[config.mk]
export PLATFORM = sky130hd
export DESIGN_NAME = usart_tx
export DESIGN_NICKNAME = d
export VERILOG_FILES = /design/src/rtl/usart_pkg.sv /design/src/rtl/fifo_palavra.sv /design/src/rtl/usart_tx.sv
export SDC_FILE = /design/constraint.sdc
export NUM_CORES = 1
export LEC_CHECK = 0
export ABC_AREA = 1
export CAP_MARGIN = 20
export CORE_ASPECT_RATIO = 1.25
export CORE_MARGIN = 4
export CORE_UTILIZATION = 62
export CTS_BUF_LIST = sky130_fd_sc_hd__clkbuf_16
export DETAILED_ROUTE_END_ITERATION = 16
export PLACE_DENSITY_LB_ADDON = 0.15
export SETUP_SLACK_MARGIN = 0.5
export SLEW_MARGIN = 20
export SYNTH_ARGS = -nofsm -noshare
export SYNTH_HDL_FRONTEND = slang
export SYNTH_SLANG_ARGS = --single-unit
[constraint.sdc]
create_clock -name clk -period 4.5 [get_ports clk]
set_input_delay 0.9 -clock clk [delete_from_list [all_inputs] [get_ports clk]]
set_output_delay 0.9 -clock clk [all_outputs]
set_load 0.005 [all_outputs]
[src/rtl/usart_pkg.sv]
// Shared types and constants for the USART transmitter.
package usart_pkg;

   typedef enum logic [1:0] {
      IDLE  = 2'd0,
      START = 2'd1,
      DATA  = 2'd2,
      STOP  = 2'd3
   } state_t;

   localparam int DATA_BITS        = 8;
   localparam int BYTES_PER_WORD   = 4;
   localparam int DEFAULT_BAUD_DIV = 434;   // 50 MHz / 115200

endpackage

[src/rtl/fifo_palavra.sv]
// Word FIFO feeding the transmitter. Holds FIFO_DEPTH 32-bit words, exposes
// registered full/empty flags and a sticky overflow flag for dropped writes.
module fifo_palavra #(
   parameter int FIFO_DEPTH = 4
) (
   input  logic        clk,
   input  logic        rst,
   input  logic        push,
   input  logic        pop,
   input  logic [31:0] din,
   output logic [31:0] dout,
   output logic        cheio,
   output logic        vazio,
   output logic        estouro
);

   localparam int AW = $clog2(FIFO_DEPTH);

   logic [31:0] mem [FIFO_DEPTH];
   logic [AW:0] wr_ptr;
   logic [AW:0] rd_ptr;
   logic [AW:0] wr_next;
   logic [AW:0] rd_next;
   logic        do_push;
   logic        do_pop;

   // A write into a full FIFO is still accepted when the same edge pops,
   // since a slot frees up at that edge.
   always_comb begin
      do_pop  = pop && !vazio;
      do_push = push && (!cheio || do_pop);
      wr_next = do_push ? wr_ptr + 1'b1 : wr_ptr;
      rd_next = do_pop  ? rd_ptr + 1'b1 : rd_ptr;
   end

   // The head word is presented combinationally so the pop edge can load it.
   assign dout = mem[rd_ptr[AW-1:0]];

   // Storage array; no reset needed since flushing is done by the pointers.
   always_ff @(posedge clk) begin
      if (do_push) begin
         mem[wr_ptr[AW-1:0]] <= din;
      end
   end

   // Pointers and flags; flags are computed from the next pointers so they
   // are valid right after the edge that changes occupancy.
   always_ff @(posedge clk or negedge rst) begin
      if (!rst) begin
         wr_ptr  <= '0;
         rd_ptr  <= '0;
         vazio   <= 1'b1;
         cheio   <= 1'b0;
         estouro <= 1'b0;
      end else begin
         wr_ptr <= wr_next;
         rd_ptr <= rd_next;
         vazio  <= (wr_next == rd_next);
         cheio  <= (wr_next == {~rd_next[AW], rd_next[AW-1:0]});
         if (push && cheio && !do_pop) begin
            estouro <= 1'b1;
         end
      end
   end

endmodule

[src/rtl/usart_tx.sv]
// 32-bit word serial transmitter: each word goes out as four 8N1 frames,
// least-significant byte first, BAUD_DIV clock cycles per bit.
module usart_tx
   import usart_pkg::*;
#(
   parameter int BAUD_DIV   = DEFAULT_BAUD_DIV,
   parameter int FIFO_DEPTH = 4
) (
   input  logic        clk,
   input  logic        rst,
   input  logic [31:0] dado,
   input  logic        escreve,
   output logic        tx,
   output logic        ocupado,
   output logic        vazio,
   output logic        cheio,
   output logic        estouro
);

   localparam int             BW        = (BAUD_DIV > 1) ? $clog2(BAUD_DIV) : 1;
   localparam logic [BW-1:0]  BAUD_LAST = BW'(BAUD_DIV - 1);
   localparam logic [2:0]     BIT_LAST  = 3'(DATA_BITS - 1);
   localparam logic [1:0]     BYTE_LAST = 2'(BYTES_PER_WORD - 1);

   state_t        state;
   logic [31:0]   shift_reg;
   logic [BW-1:0] baud_cnt;
   logic [2:0]    bit_cnt;
   logic [1:0]    byte_cnt;
   logic          tx_reg;
   logic          ocupado_reg;
   logic          baud_end;
   logic          pop;
   logic [31:0]   head;
   logic          fifo_vazio;

   fifo_palavra #(
      .FIFO_DEPTH (FIFO_DEPTH)
   ) u_fifo (
      .clk     (clk),
      .rst     (rst),
      .push    (escreve),
      .pop     (pop),
      .din     (dado),
      .dout    (head),
      .cheio   (cheio),
      .vazio   (fifo_vazio),
      .estouro (estouro)
   );

   assign baud_end = (baud_cnt == BAUD_LAST);

   // Pop when idle with data waiting, or at the end of the last stop bit of
   // a word so the next word starts with no idle gap.
   always_comb begin
      pop = 1'b0;
      if (state == IDLE && !fifo_vazio) begin
         pop = 1'b1;
      end else if (state == STOP && baud_end && byte_cnt == BYTE_LAST && !fifo_vazio) begin
         pop = 1'b1;
      end
   end

   // Frame sequencer: counters, shift register and registered line outputs.
   always_ff @(posedge clk or negedge rst) begin
      if (!rst) begin
         state       <= IDLE;
         shift_reg   <= '0;
         baud_cnt    <= '0;
         bit_cnt     <= '0;
         byte_cnt    <= '0;
         tx_reg      <= 1'b1;
         ocupado_reg <= 1'b0;
      end else begin
         case (state)
            IDLE: begin
               baud_cnt <= '0;
               if (!fifo_vazio) begin
                  shift_reg   <= head;
                  byte_cnt    <= '0;
                  bit_cnt     <= '0;
                  tx_reg      <= 1'b0;
                  ocupado_reg <= 1'b1;
                  state       <= START;
               end
            end
            START: begin
               if (baud_end) begin
                  baud_cnt  <= '0;
                  bit_cnt   <= '0;
                  tx_reg    <= shift_reg[0];
                  shift_reg <= shift_reg >> 1;
                  state     <= DATA;
               end else begin
                  baud_cnt <= baud_cnt + 1'b1;
               end
            end
            DATA: begin
               if (baud_end) begin
                  baud_cnt <= '0;
                  if (bit_cnt == BIT_LAST) begin
                     tx_reg <= 1'b1;
                     state  <= STOP;
                  end else begin
                     bit_cnt   <= bit_cnt + 1'b1;
                     tx_reg    <= shift_reg[0];
                     shift_reg <= shift_reg >> 1;
                  end
               end else begin
                  baud_cnt <= baud_cnt + 1'b1;
               end
            end
            STOP: begin
               if (baud_end) begin
                  baud_cnt <= '0;
                  if (byte_cnt != BYTE_LAST) begin
                     byte_cnt <= byte_cnt + 1'b1;
                     tx_reg   <= 1'b0;
                     state    <= START;
                  end else if (!fifo_vazio) begin
                     shift_reg <= head;
                     byte_cnt  <= '0;
                     tx_reg    <= 1'b0;
                     state     <= START;
                  end else begin
                     ocupado_reg <= 1'b0;
                     state       <= IDLE;
                  end
               end else begin
                  baud_cnt <= baud_cnt + 1'b1;
               end
            end
            default: begin
               state <= IDLE;
            end
         endcase
      end
   end

   assign tx      = tx_reg;
   assign ocupado = ocupado_reg;
   assign vazio   = fifo_vazio;

endmodule

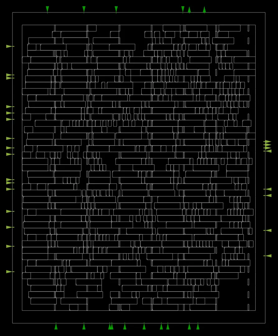
run_1/final_placement.png
Core Area: 12220 sq um
Site Rows: 45
FILL cells: 832

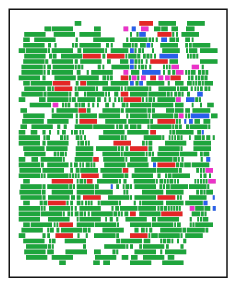
run_1/drive_strength.png
Drawn at 2 px/um.
Key: drive 2 = blue [cells 23]; drive 3 to 4 = magenta [cells 16]; drive 1 or less = green [cells 649]; drive 6 and up = red [cells 33]

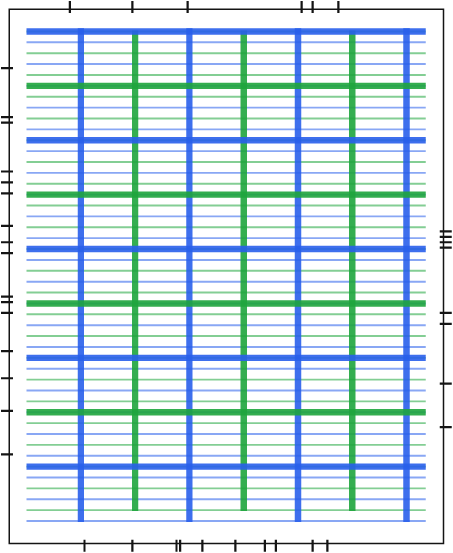
run_1/pdn.png
Drawn at 4 px/um. Pins as bars on the die edge.
Key: VDD = green; VSS = blue
46 met1 rails follow the rows. 40 signal pins sit on the boundary.

==> GITHUB_STEP_SUMMARY, run 1 <==
## Synthesis and layout report

| Metric | Value |
|---|---|
| EDFF count, synth | 128 |
| Drt initial violations | approximately 290 |
| H-tree levels | 4 |
| Grt ovf | 0 |
| Largest net degree at the start of global routing | roughly 68 |
| Clock buffers | 17 |
| Mi-comb count | 421 |
| Placed instance count | around 850 |
| Mux share | 0% |
| Final instance area | just under 9000 sq um |
| XORs/XNORs by Area | less than 1% |
| Worst r2r src | state[1] |
| Invs w/o clock | 31 |
| Run status | finished, final reports clean |
| WL per Instance | 17.20 um |
| Syn-to-layout area delta | 14.55% |
| Non-clk buf share | approximately 5.5% |
| Yosys aoi share | about 11% |
| Power Density | approximately 470 nW/um^2 |
| PnR Total Power | about 4.2 mW |
| Seq. cell area | approximately 5300 sq um |
| Via Count | 5167 |
| Area leader, netlist | edfxtp_1 |
| Nets@finish | 758 |
| Reg2reg end | shift_reg[1] |
| Yosys cell types | 37 |
| Final Hold Fails | 0 |
| Root buffer cell | clkbuf_16 |
| Commonest flop | edfxtp_1 |
| Setup TNS | 0 ps |
| Syn Inst Count | about 670 |
| CTS tree | done |
| Yosys warns | 0 |
| Pre-Repair DR Iteration Count | 5 |
| Area after DPL | 8273 sq um |
| Fin Clk Skew | around 10 ps |
| Chip area | 14410 sq um |
| Seq. pwr | approximately 2.2 mW |
| Max VDD drop | approximately 370 uV |
| Worst setup SP type | register |
| Most numerous logic cell after layout | edfxtp_1 |
| Max FFs per register | between 100 and 150 |
| Hold Crit Class | register to register |
| Syn_area_per_cell | 11.54 sq um |
| Final Util | 72.89% |
| Clock Latency Late Sink | approximately 430 ps |
| Clock slew at reported path FFs | 70 ps |
| Worst Hold Path Cells | 1 |
==> run 1: synthesized netlist by cell type (all sizes together) (6+ instances only) <==
library cell    n
nand3          17
a31oi          31
inv            31
nor3            6
nor2          116
buf            17
clkbuf         18
dfrtp          57
a21oi           6
edfxtp        128
o21ai          77
ha             15
nand2         108
o22ai          31
==> run 1: critical path, cell delays in order, from the launching register on <==
cell and delay (ps):
dfrtp_1 410, inv_1 100, ha_1 280, buf_4 330, inv_1 110, a211oi_1 270, nand2_2 110, inv_2 680
nor2_1 110, a31oi_1 210
==> run 1: layer usage <==
layer	wire length, um	global-route usage (%)	up-vias
li1	-	-	2436
met1	5956	28.45	2529
met2	8054	39.25	171
met3	882	4.120	31
met4	325	9.193	0
met5	0	0	-
run_1/zoom.png
Window x 29 to 79, y 68 to 118 um. Cells in grey, sequential cells in the stronger grey; small squares are vias.
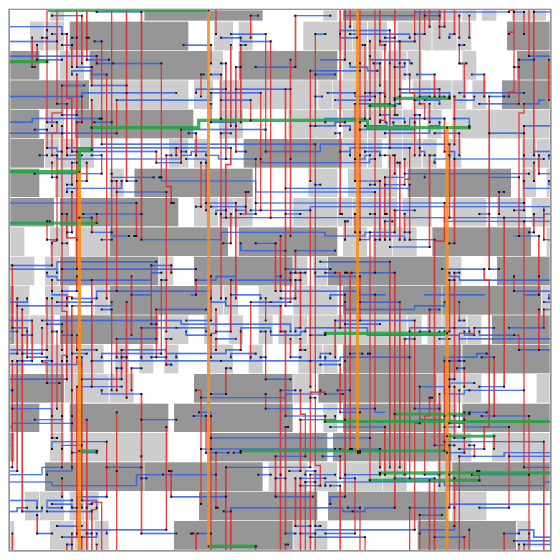

==> run 2, diff against run 1 <==
--- a/config.mk
+++ b/config.mk
@@ -9,7 +9,7 @@
 export CAP_MARGIN = 20
 export CORE_ASPECT_RATIO = 1.25
 export CORE_MARGIN = 4
-export CORE_UTILIZATION = 62
+export CORE_UTILIZATION = 54
 export CTS_BUF_LIST = sky130_fd_sc_hd__clkbuf_16
 export DETAILED_ROUTE_END_ITERATION = 16
 export PLACE_DENSITY_LB_ADDON = 0.15
==> constraint.sdc (replaced) <==
create_clock -name clk -period 2.4 [get_ports clk]
set_input_delay 0.48 -clock clk [delete_from_list [all_inputs] [get_ports clk]]
set_output_delay 0.48 -clock clk [all_outputs]
set_load 0.005 [all_outputs]
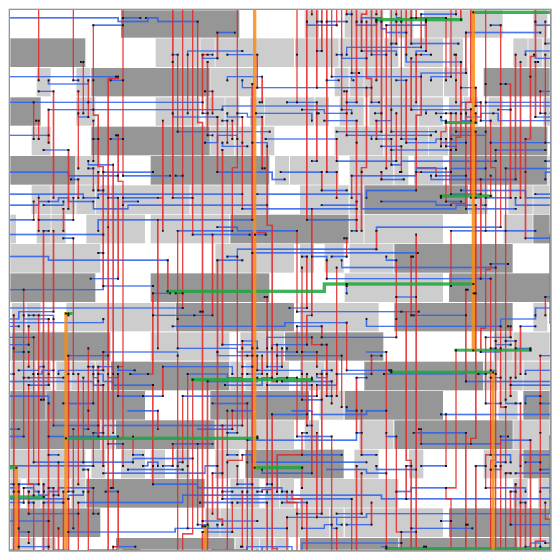
run_2/zoom.png
Window x 33 to 83, y 75 to 125 um. Cells in grey, sequential cells in the stronger grey; small squares are vias.
Key: met3 = green; met4 = orange; met2 = red; met1 = blue
Most frequent: nand2_1 (23), nor2_1 (21), edfxtp_1 (18). 159 logic cells have their middle in the window. Sequential cells in the window: 31. Netlist names of flops here include u_fifo.mem (18), shift_reg (9), u_fifo.rd_ptr (3).

==> GITHUB_STEP_SUMMARY, run 2 <==
## Synthesis and layout report

| Metric | Value |
|---|---|
| Run status | finished, final reports clean |
| Drt initial violations | 326 (+12%) |
| Pre-Repair DR Iteration Count | 7 (+2) |
| Area after DPL | 8454 sq um (+2.2%) |
| Net count after synthesis | around 720 |
| Clk buf depth | 2 |
| EDFF count, synth | 128 (unchanged) |
| Top cells by area | edfxtp_1, dfrtp_1, nor2_1 |
| Top delay family on crit path | simple AND/OR/NAND/NOR gates |
| Simple Share, Synth | around 14% |
| Seq. pwr | 4.13 mW (+87%) |
| Power Density | 857.0 nW/um^2 (+81%) |
| Grt ovf | 0 (unchanged) |
| Grt met2 use | 37.84% (-1.4 points) |
| Yosys cell types | 37 (unchanged) |
| Mux share | 0% (unchanged) |
| Reg power frac | 49.9% |
| Area share of fa/ha/maj cells after synthesis | under 10% |
| H-tree levels | 4 (unchanged) |
| PnR Total Power | 8.278 mW (+97%) |
| FMAX | a little over 0.5 GHz |
| Chip area | 16390 sq um (+14%) |
| Seq. cell area | 5328 sq um (about the same) |
| Yosys top cell by instances | edfxtp_1 |
| Synth flops | about 190 |
| Placed instance count | 868 (+2.0%) |
| WL per Instance | 18.62 um (+8.3%) |
| Reg2reg end | u_fifo.mem[0][30] |
| Top cells by count, synth | edfxtp_1, nor2_1, nand2_1 |
| Root buffer cell | clkbuf_16 |
| Die Ht | around 140 um |
| Met2 routed WL | 9376 um (+16%) |
| Fin Clk Skew | 13.94 ps (+3.541 ps) |
| DR top layer | met4 |
| Met1 wire length | 6836 um (+15%) |
| Final setup vio count | 0 |
| Crit path kind | register to register |
| Buf/Inv on CP | 4 (unchanged) |
| Routing usage on met1 | 25.35% (-3.1 points) |
| FF-to-FF path depth | 13 |
| Worst setup SP type | register |
| Core Area | 13990 sq um (+15%) |
| Worst-path cell chain | inv_1 -> ha_2 -> nand2_2 -> nor2_4 -> nand2_4 -> nand2_4 -> nand2_8 -> nand2_8 -> nand2_8 -> nor2_4 -> buf_12 -> buf_12 -> buf_16 |
| Highest-count cells in the layout ignoring fill and taps | edfxtp_1, nor2_1, nand2_1 |
| Final Util | 69.03% (-3.9 points) |
| Top Consumer | sequential cells |
| Internal cell power | slightly above 6 mW |
| Clock Latency Late Sink | 430 ps (about the same) |
| CP dominant cell by count | nand2_8 |
| Met3 WL | 795 um (-9.9%) |
| Tcrit/Tclk final | approximately 83% |
| Final Hold Fails | 0 (unchanged) |
| Nets@finish | 796 (+5.0%) |
| M3 GR Usage | 4.594% (+0.47 points) |
| Critical path's slowest cell | dfrtp_1 |
| Worst r2r src | baud_cnt[1] |
| Crit. path cell count | 13 (+4) |
| Area leader, netlist | edfxtp_1 |
| Yosys aoi share | 11.15% (unchanged) |
| Ports | 40 |
| Largest net degree at the start of global routing | 66 (-2.9%) |
| Hold Crit Class | input port to async pin |
| Syn_area_per_cell | 11.54 sq um (unchanged) |
| Netlist Area Pre-Place | about 7800 sq um |
| FILL cells | 971 (+17%) |
| Power Clock | ~2.7 mW |
| Worst path max stage delay | 390 ps (-290 ps) |
| Via Count | 5372 (+4.0%) |
| Site Rows | 48 (+6.7%) |
| Max VDD drop | 644.8 uV (+72%) |
| Syn Inst Count | 674 (unchanged) |
| Setup TNS | 0 ps (unchanged) |
| Initial antenna violation count | 0 |
| Grt peak-use layer | met2 |
| Net switching power | approximately 2.2 mW |
| Yosys warns | 0 (unchanged) |
| Top comb family, area | simple AND/OR/NAND/NOR gates |
| CTS Hold Bufs | 0 |
| LEAKAGE | ~3.7 nW |
| Max FFs per register | 128 (unchanged) |
| Arrival time at the worst endpoint | around 2100 ps |
| Syn-to-layout area delta | 24.24% |
| Final instance area | 9659 sq um (+8.5%) |
| Clock slew at reported path FFs | 70 ps (about the same) |
| Commonest flop | edfxtp_1 |
| Combinational Power | around 1.5 mW |
| XORs/XNORs by Area | 0.5632% (unchanged) |
| CTS tree | done |
| Most numerous logic cell after layout | edfxtp_1 |
==> run 2: cell counts after synthesis <==
No cell type changed its count.
==> run 2: final cells by class <==
type                    instances  share of cell area, %
inverters                      31                  1.308
multi-input cells             421                  23.95
clock inverters                15                  1.464
clock buffers                  17                  4.404
repair buffers                 88                  11.45
flip-flops and latches        187                  55.16
well taps                     175                  2.267
==> run 2: timing repair <==
item	in CTS	in global routing
hold endpoints to repair	0	0
resized	24	27
pin swaps	7	11
setup endpoints to repair	141	129
cloned	5	4
buffers inserted	17	8
==> run 2: worst reg2reg max path: stages (launching register included) <==
cell,delay (ps)
dfrtp_1,390
inv_1,60
ha_2,170
nand2_2,60
nor2_4,90
nand2_4,70
nand2_4,90
nand2_8,70
nand2_8,80
nand2_8,70
nor2_4,150
buf_12,130
buf_12,120
buf_16,140
Power figures rest on the tool's default switching activity, not on a simulated workload.
